==> src/rtl/mul_div_pkg.sv <==
// Shared op encodings, FSM state type and op decode helper for the
// iterative multiply/divide unit.
package mul_div_pkg;

    localparam logic [2:0] OP_MUL   = 3'b000;
    localparam logic [2:0] OP_UMULL = 3'b001;
    localparam logic [2:0] OP_SMULL = 3'b010;
    localparam logic [2:0] OP_UDIV  = 3'b100;
    localparam logic [2:0] OP_SDIV  = 3'b101;

    typedef enum logic [1:0] {
        S_IDLE,
        S_RUN,
        S_FIX,
        S_DONE
    } state_e;

    function automatic logic op_is_legal(input logic [2:0] op);
        return (op == OP_MUL) || (op == OP_UMULL) || (op == OP_SMULL) ||
               (op == OP_UDIV) || (op == OP_SDIV);
    endfunction

endpackage

==> src/rtl/mul_div_signfix.sv <==
// Conditional two's-complement negation; used both to take operand
// magnitudes and to restore the sign of results.
module mul_div_signfix #(
    parameter int WIDTH = 32
) (
    input  logic [WIDTH-1:0] val_i,
    input  logic             neg_i,
    output logic [WIDTH-1:0] res_o
);

    assign res_o = neg_i ? (~val_i + WIDTH'(1)) : val_i;

endmodule

==> src/rtl/mul_div_unit.sv <==
// Iterative multiply/divide unit: shift-add multiply and restoring divide
// on operand magnitudes, one bit per cycle, with a sign-fix cycle at the end.
module mul_div_unit
    import mul_div_pkg::*;
#(
    parameter int WIDTH = 32
) (
    input  logic             clk,
    input  logic             reset,
    input  logic             start,
    input  logic [2:0]       op,
    input  logic [WIDTH-1:0] a,
    input  logic [WIDTH-1:0] b,
    output logic             busy,
    output logic             done,
    output logic [WIDTH-1:0] result_lo,
    output logic [WIDTH-1:0] result_hi,
    output logic [3:0]       flags,
    output logic             err
);

    localparam int              CW       = $clog2(WIDTH) + 1;
    localparam logic [CW-1:0]   LAST_CNT = CW'(WIDTH - 1);
    localparam logic [WIDTH-1:0] MOST_NEG = {1'b1, {(WIDTH-1){1'b0}}};

    state_e             state_q, state_d;
    logic [2:0]         op_q;
    logic               sign_diff_q, a_neg_q, ovf_q;
    logic [WIDTH-1:0]   opnd_q;
    logic [2*WIDTH-1:0] acc_q, acc_d;
    logic [CW-1:0]      cnt_q;
    logic [WIDTH-1:0]   res_lo_q, res_hi_q;
    logic [3:0]         flags_q;
    logic               err_q;

    logic op_legal, op_div, op_signed, div_zero, direct, accept;
    logic [WIDTH-1:0] mag_a, mag_b;

    always_comb begin
        op_legal  = op_is_legal(op);
        op_div    = (op == OP_UDIV) || (op == OP_SDIV);
        op_signed = (op == OP_SMULL) || (op == OP_SDIV);
        div_zero  = op_div && (b == '0);
        direct    = !op_legal || div_zero;
        accept    = start && ((state_q == S_IDLE) || (state_q == S_DONE));
    end

    mul_div_signfix #(.WIDTH(WIDTH)) u_mag_a (
        .val_i(a), .neg_i(op_signed && a[WIDTH-1]), .res_o(mag_a)
    );
    mul_div_signfix #(.WIDTH(WIDTH)) u_mag_b (
        .val_i(b), .neg_i(op_signed && b[WIDTH-1]), .res_o(mag_b)
    );

    always_ff @(posedge clk or negedge reset) begin
        if (!reset) state_q <= S_IDLE;
        else        state_q <= state_d;
    end

    always_comb begin
        state_d = state_q;
        case (state_q)
            S_IDLE, S_DONE: begin
                if (accept) state_d = direct ? S_DONE : S_RUN;
                else        state_d = S_IDLE;
            end
            S_RUN:   if (cnt_q == LAST_CNT) state_d = S_FIX;
            S_FIX:   state_d = S_DONE;
            default: state_d = S_IDLE;
        endcase
    end

    // One iteration step; acc holds {partial/remainder, multiplier/quotient}.
    logic [WIDTH:0]   mul_sum, div_shift;
    logic [WIDTH-1:0] div_diff;
    logic             div_take;

    always_comb begin
        mul_sum   = {1'b0, acc_q[2*WIDTH-1:WIDTH]} + (acc_q[0] ? {1'b0, opnd_q} : '0);
        div_shift = {acc_q[2*WIDTH-1:WIDTH], acc_q[WIDTH-1]};
        div_take  = div_shift >= {1'b0, opnd_q};
        div_diff  = div_shift[WIDTH-1:0] - opnd_q;
        if (op_q[2]) begin
            acc_d = div_take ? {div_diff, acc_q[WIDTH-2:0], 1'b1}
                             : {div_shift[WIDTH-1:0], acc_q[WIDTH-2:0], 1'b0};
        end else begin
            acc_d = {mul_sum, acc_q[WIDTH-1:1]};
        end
    end

    always_ff @(posedge clk or negedge reset) begin
        if (!reset) begin
            op_q        <= OP_MUL;
            opnd_q      <= '0;
            acc_q       <= '0;
            cnt_q       <= '0;
            sign_diff_q <= 1'b0;
            a_neg_q     <= 1'b0;
            ovf_q       <= 1'b0;
        end else if (accept) begin
            op_q        <= op;
            opnd_q      <= op_div ? mag_b : mag_a;
            acc_q       <= {{WIDTH{1'b0}}, (op_div ? mag_a : mag_b)};
            cnt_q       <= '0;
            sign_diff_q <= op_signed && (a[WIDTH-1] ^ b[WIDTH-1]);
            a_neg_q     <= op_signed && a[WIDTH-1];
            ovf_q       <= (op == OP_SDIV) && (a == MOST_NEG) && (b == '1);
        end else if (state_q == S_RUN) begin
            acc_q <= acc_d;
            cnt_q <= cnt_q + CW'(1);
        end
    end

    logic [WIDTH-1:0]   quot_fix, rem_fix, fix_lo, fix_hi;
    logic [2*WIDTH-1:0] prod_fix;
    logic [3:0]         fix_flags;
    logic               wide;

    mul_div_signfix #(.WIDTH(WIDTH)) u_fix_quot (
        .val_i(acc_q[WIDTH-1:0]), .neg_i(sign_diff_q), .res_o(quot_fix)
    );
    mul_div_signfix #(.WIDTH(WIDTH)) u_fix_rem (
        .val_i(acc_q[2*WIDTH-1:WIDTH]), .neg_i(a_neg_q), .res_o(rem_fix)
    );
    mul_div_signfix #(.WIDTH(2*WIDTH)) u_fix_prod (
        .val_i(acc_q), .neg_i(sign_diff_q), .res_o(prod_fix)
    );

    always_comb begin
        fix_lo = '0;
        fix_hi = '0;
        wide   = 1'b0;
        case (op_q)
            OP_MUL:   fix_lo = acc_q[WIDTH-1:0];
            OP_UMULL: begin {fix_hi, fix_lo} = acc_q;    wide = 1'b1; end
            OP_SMULL: begin {fix_hi, fix_lo} = prod_fix; wide = 1'b1; end
            OP_UDIV:  begin fix_lo = acc_q[WIDTH-1:0]; fix_hi = acc_q[2*WIDTH-1:WIDTH]; end
            OP_SDIV:  begin fix_lo = quot_fix; fix_hi = rem_fix; end
            default: ;
        endcase
        fix_flags = {wide ? fix_hi[WIDTH-1] : fix_lo[WIDTH-1],
                     wide ? ({fix_hi, fix_lo} == '0) : (fix_lo == '0),
                     1'b0, ovf_q};
    end

    // Error results are published on the accept edge; lo is zero, so only Z is set.
    always_ff @(posedge clk or negedge reset) begin
        if (!reset) begin
            res_lo_q <= '0;
            res_hi_q <= '0;
            flags_q  <= '0;
            err_q    <= 1'b0;
        end else if (accept && direct) begin
            res_lo_q <= '0;
            res_hi_q <= div_zero ? a : '0;
            flags_q  <= 4'b0100;
            err_q    <= 1'b1;
        end else if (state_q == S_FIX) begin
            res_lo_q <= fix_lo;
            res_hi_q <= fix_hi;
            flags_q  <= fix_flags;
            err_q    <= 1'b0;
        end
    end

    assign busy      = (state_q == S_RUN) || (state_q == S_FIX);
    assign done      = (state_q == S_DONE);
    assign result_lo = res_lo_q;
    assign result_hi = res_hi_q;
    assign flags     = flags_q;
    assign err       = err_q;

endmodule

==> config.mk <==
export PLATFORM = sky130hd
export DESIGN_NAME = mul_div_unit
export DESIGN_NICKNAME = d
export VERILOG_FILES = /design/src/rtl/mul_div_pkg.sv /design/src/rtl/mul_div_signfix.sv /design/src/rtl/mul_div_unit.sv
export SDC_FILE = /design/constraint.sdc
export NUM_CORES = 1
export LEC_CHECK = 0
export CAP_MARGIN = 0
export CORE_MARGIN = 5
export CORE_UTILIZATION = 42
export DETAILED_ROUTE_END_ITERATION = 10
export GPL_ROUTABILITY_DRIVEN = 0
export MAX_ROUTING_LAYER = met4
export PLACE_DENSITY = 0.62
export SYNTH_ARGS = -nofsm -noshare
export SYNTH_HDL_FRONTEND = slang
export SYNTH_HIERARCHICAL = 1
export SYNTH_SLANG_ARGS = --single-unit
==> constraint.sdc <==
create_clock -name clk -period 4.61 [get_ports clk]
set_input_delay 0.922 -clock clk [delete_from_list [all_inputs] [get_ports clk]]
set_output_delay 0.922 -clock clk [all_outputs]
set_load 0.02 [all_outputs]
Fig. 1: run 1, M1 wires
The bar under the picture is 50 µm long.
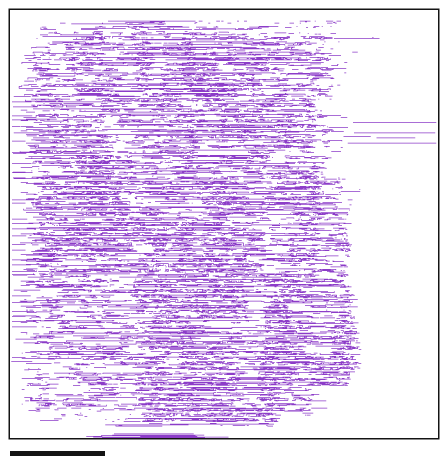
share of all routed wire = 42%
nets with wire on the layer = 2544
wire length on this layer = 32.3 mm
Final Routed Wirelength: 76500 µm
number of vias after detailed routing: 20400
met1 track utilization from global routing: 40.5%

Fig. 2: run 1, met2 routing
The bar under the picture is 50 µm long.
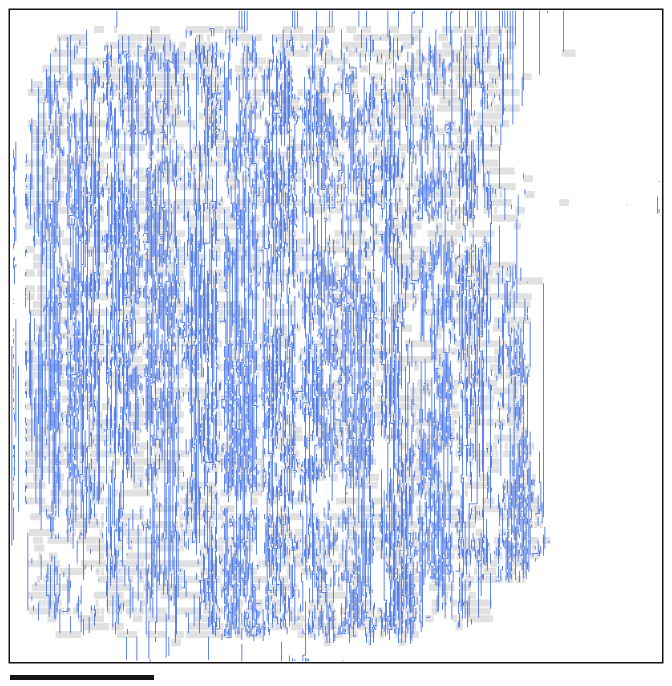
longest straight run = 107 µm
share of all routed wire = 43%
wire length on this layer = 33.0 mm
nets with wire on the layer = 2218
main direction = vertical
GR Layer Usage met2: 43.3%

==> flow_metrics.env, run 1 <==
# implementation run metrics
export IMPL_syn_area_mm2=0.0195
export IMPL_globalRouteTotalUtil_pct=29.8
export IMPL_port_bufs=139
export IMPL_holdBufCountCts=0
export IMPL_synthesized_netlist_cell_count=2469
export IMPL_detail_route_drc_violations=0
export IMPL_period_needed_ns=4.09
export IMPL_grt_start_max_net_pins=103
export IMPL_rr_worst_depth=10
export IMPL_finalHoldWorstSlack_ns=0.471
export IMPL_comb_cell_power_mw=13.7
export IMPL_clk_pin_slew_ns=0.08
export IMPL_clkLatencyLatePin_ns=0.48
export IMPL_power_frac_clock_pct=8.5
export IMPL_finalClockPeriodUsage_pct=88.8
export IMPL_area_growth_syn_to_layout_pct=15.0
export IMPL_timing_final_setup_violations=0
export IMPL_internal_power_mw=8.70
export IMPL_met3WireLength_um=7070
export IMPL_post_synth_tally_of_flip_flops_with_integrated_enable=0
export IMPL_vdd_ir_drop_max_v=0.000377
export IMPL_grt_setup_unrepaired="no"
export IMPL_status="finished clean"
export IMPL_power_switching_mw=10.2
export IMPL_timing_critical_path_to="flags[2]"
export IMPL_final_layout_size_suffix_gt1_share_pct=8.97
export IMPL_fp_dieArea_mm2=0.0510
export IMPL_buffer_depth_of_the_longest_clock_path=2
export IMPL_num_rows=79
export IMPL_critical_path_peak_fanout=13
export IMPL_max_slew_worst_pin_slew_ns=1.04
export IMPL_ys_chip_area_mm2=0.0195
Fig. 3: run 1, met3 routing
The bar under the picture is 50 µm long.
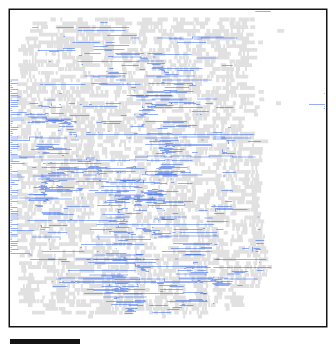
main direction = horizontal
longest straight run = 120 µm
share of all routed wire = 9.2%
wire length on this layer = 7070 µm
nets with wire on the layer = 438
M3 GR Usage: 5.19%

-- run 1: worst min-delay path by stage --
stage | to | cells past startpoint | slack [ns] | start
finish | ovf_q | 2 | 0.47 | ovf_q
global route | ovf_q | 2 | 0.50 | ovf_q
CTS | ovf_q | 2 | 0.47 | ovf_q
detailed placement | ovf_q | 2 | 0.46 | ovf_q
global placement | ovf_q | 2 | 0.45 | ovf_q
floorplan | ovf_q | 2 | 0.44 | ovf_q
-- run 1: cell type report --
type | count | share of cell area (%)
clock inverters | 13 | 0.724
repair buffers | 227 | 9.42
flip-flops and latches | 178 | 19.8
inverters | 63 | 1.05
well taps | 607 | 3.38
diodes | 5 | 0.0557
clock buffers | 19 | 2.01
multi-input cells | 2074 | 63.5
-- run 1: worst max-delay path, cell delays in order (launching register included) --
cell	delay, ns
dfrtp_1	0.62
nor4_1	0.58
nand3_1	0.42
or4_1	0.58
o31ai_1	0.36
xnor2_1	0.11
a21oi_1	0.55
nand4_1	0.17
nor4_1	0.36
a21oi_1	0.12
o21ai_1	0.12
-- run 1: state kept, by name (all words and copies together) (netlist names) --
register / cells
opnd_q: 32
result_lo: 32
cnt_q: 6
ovf_q: 1
state_q: 2
op_q: 3
flags: 3
sign_diff_q: 1
err: 1
a_neg_q: 1
acc_q: 64
result_hi: 32
-- run 1: per-stage QoR --
stage / instances / util (%) / worst slack [ns]
after floorplan: 2469 / - / 1.26
after global placement: 3149 / 47.2 / 0.679
after detailed placement: 3149 / 47.2 / 0.681
after CTS: 3181 / 48.6 / 0.654
after global routing: 3186 / 48.6 / 0.327
final: 3186 / 48.6 / 0.517
==> run 1 -> run 2 <==
--- a/config.mk
+++ b/config.mk
@@ -9,9 +9,11 @@
 export CORE_MARGIN = 5
 export CORE_UTILIZATION = 42
 export DETAILED_ROUTE_END_ITERATION = 10
+export DONT_BUFFER_PORTS = 1
 export GPL_ROUTABILITY_DRIVEN = 0
 export MAX_ROUTING_LAYER = met4
-export PLACE_DENSITY = 0.62
+export PLACE_DENSITY = 0.54
+export SLEW_MARGIN = 0
 export SYNTH_ARGS = -nofsm -noshare
 export SYNTH_HDL_FRONTEND = slang
 export SYNTH_HIERARCHICAL = 1
Fig. 4: run 2, the metal 4 layer
The bar under the picture is 50 µm long.
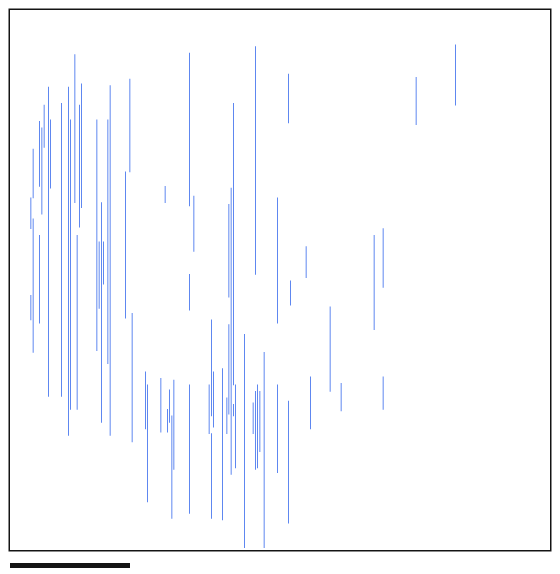
share of all routed wire = 4.3%
wire length on this layer = 3290 µm
main direction = vertical
longest straight run = 146 µm
nets with wire on the layer = 60

Fig. 5: run 2, M1 wires
The bar under the picture is 50 µm long.
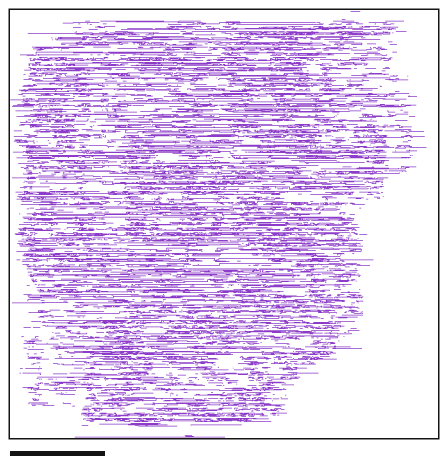
main direction = horizontal
nets with wire on the layer = 2421
Final Routed Wirelength: 77000 µm
number of vias after detailed routing: 19500

==> run 2 against run 1 <==
  * Total power decreased by 3.7%
  * Area after synthesis unchanged
  * Routed wire length is 0.58% higher
  * Clock skew up 0.013 ns
  * Core utilization fell by 3.3 points
  * Critical path type unchanged
  * Critical endpoint is now acc_q[63]
==> flow_metrics.env, run 2 <==
# implementation run metrics
export IMPL_grt_setup_unrepaired="no"
export IMPL_clkLatencyLatePin_ns=0.52
export IMPL_detail_route_drc_violations=0
export IMPL_buffer_depth_of_the_longest_clock_path=2
export IMPL_num_rows=79
export IMPL_internal_power_mw=8.00
export IMPL_holdBufCountCts=0
export IMPL_status="finished clean"
export IMPL_synthesized_netlist_cell_count=2469
export IMPL_finalCoreUtilization_pct=45.3
export IMPL_placed_cells=2992
export IMPL_grt_start_max_net_pins=179
export IMPL_syn_area_mm2=0.0195
export IMPL_clk_pin_slew_ns=0.10
export IMPL_max_slew_worst_pin_slew_ns=1.06
export IMPL_place_ws_ns=0.697
export IMPL_power_switching_mw=10.2
export IMPL_regMostFlops="acc_q"
export IMPL_vdd_ir_drop_max_v=0.000358
export IMPL_fp_dieArea_mm2=0.0510
export IMPL_instances_no_fill=3027
export IMPL_timing_final_setup_violations=0
[run 2: cell counts after synthesis]
Identical to the previous run, type by type.
[run 2: worst max-delay path, stage by stage, from the launching register on]
cell and delay [ns]:
dfrtp_1 0.93, and2_1 0.23, ha_1 0.20, inv_1 0.07, fa_1 0.38, nand2b_1 0.20
a21oi_1 0.17, o21ai_1 0.20, o21a_1 0.30, o311ai_1 0.35, o211ai_1 0.21, o21ai_1 0.24
a2111oi_0 0.13, o21ai_0 0.18, o21a_1 0.14
[run 2: path summary, 6_finish.rpt]
path	from	depth (start not counted)	end
setup / recovery	acc_q[0]	14	acc_q[63]
setup reg to reg	acc_q[0]	14	acc_q[63]
max in group asynchronous	reset	0	op_q[2]
min in group clk	ovf_q	2	ovf_q
hold / removal	reset	0	result_lo[15]
hold reg to reg	ovf_q	2	ovf_q
[run 2: cell families (layout without fill, tap and decap cells)]
family                     Yosys count  after routing  share of synthesized area (%)
xor gates and xnor gates           243            243                           10.9
muxes                              150            150                           7.70
buffers and inverters              217            165                           4.40
adders and majority gates           75             75                           4.88
and+or+nand+nor                    819            819                           22.7
DFF                                178            178                           22.8
AOI/OAI and AO/OA                  786            786                           26.6
other                                1              4                         0.0192
[run 2: final cells by class]
cell class	instances	area [µm²]	share of cell area (%)
sequential	178	4460	21.3
timing repair buffer	70	563	2.69
clock buffer	17	425	2.03
antenna	3	7.51	0.0358
inverter	63	236	1.13
tap	607	759	3.63
clock inverter	15	215	1.03
multi-input combinational	2074	14300	68.2
[run 2: metal layers]
layer	track usage [%]	vias up	wire length, µm
li1	-	8894	-
met1	42.1	9479	33700
met2	44.0	927	33100
met3	6.16	153	6800
met4	11.1	0	3290
met5	-	-	0
No activity file was given, so power comes from the tool's default toggle rates.
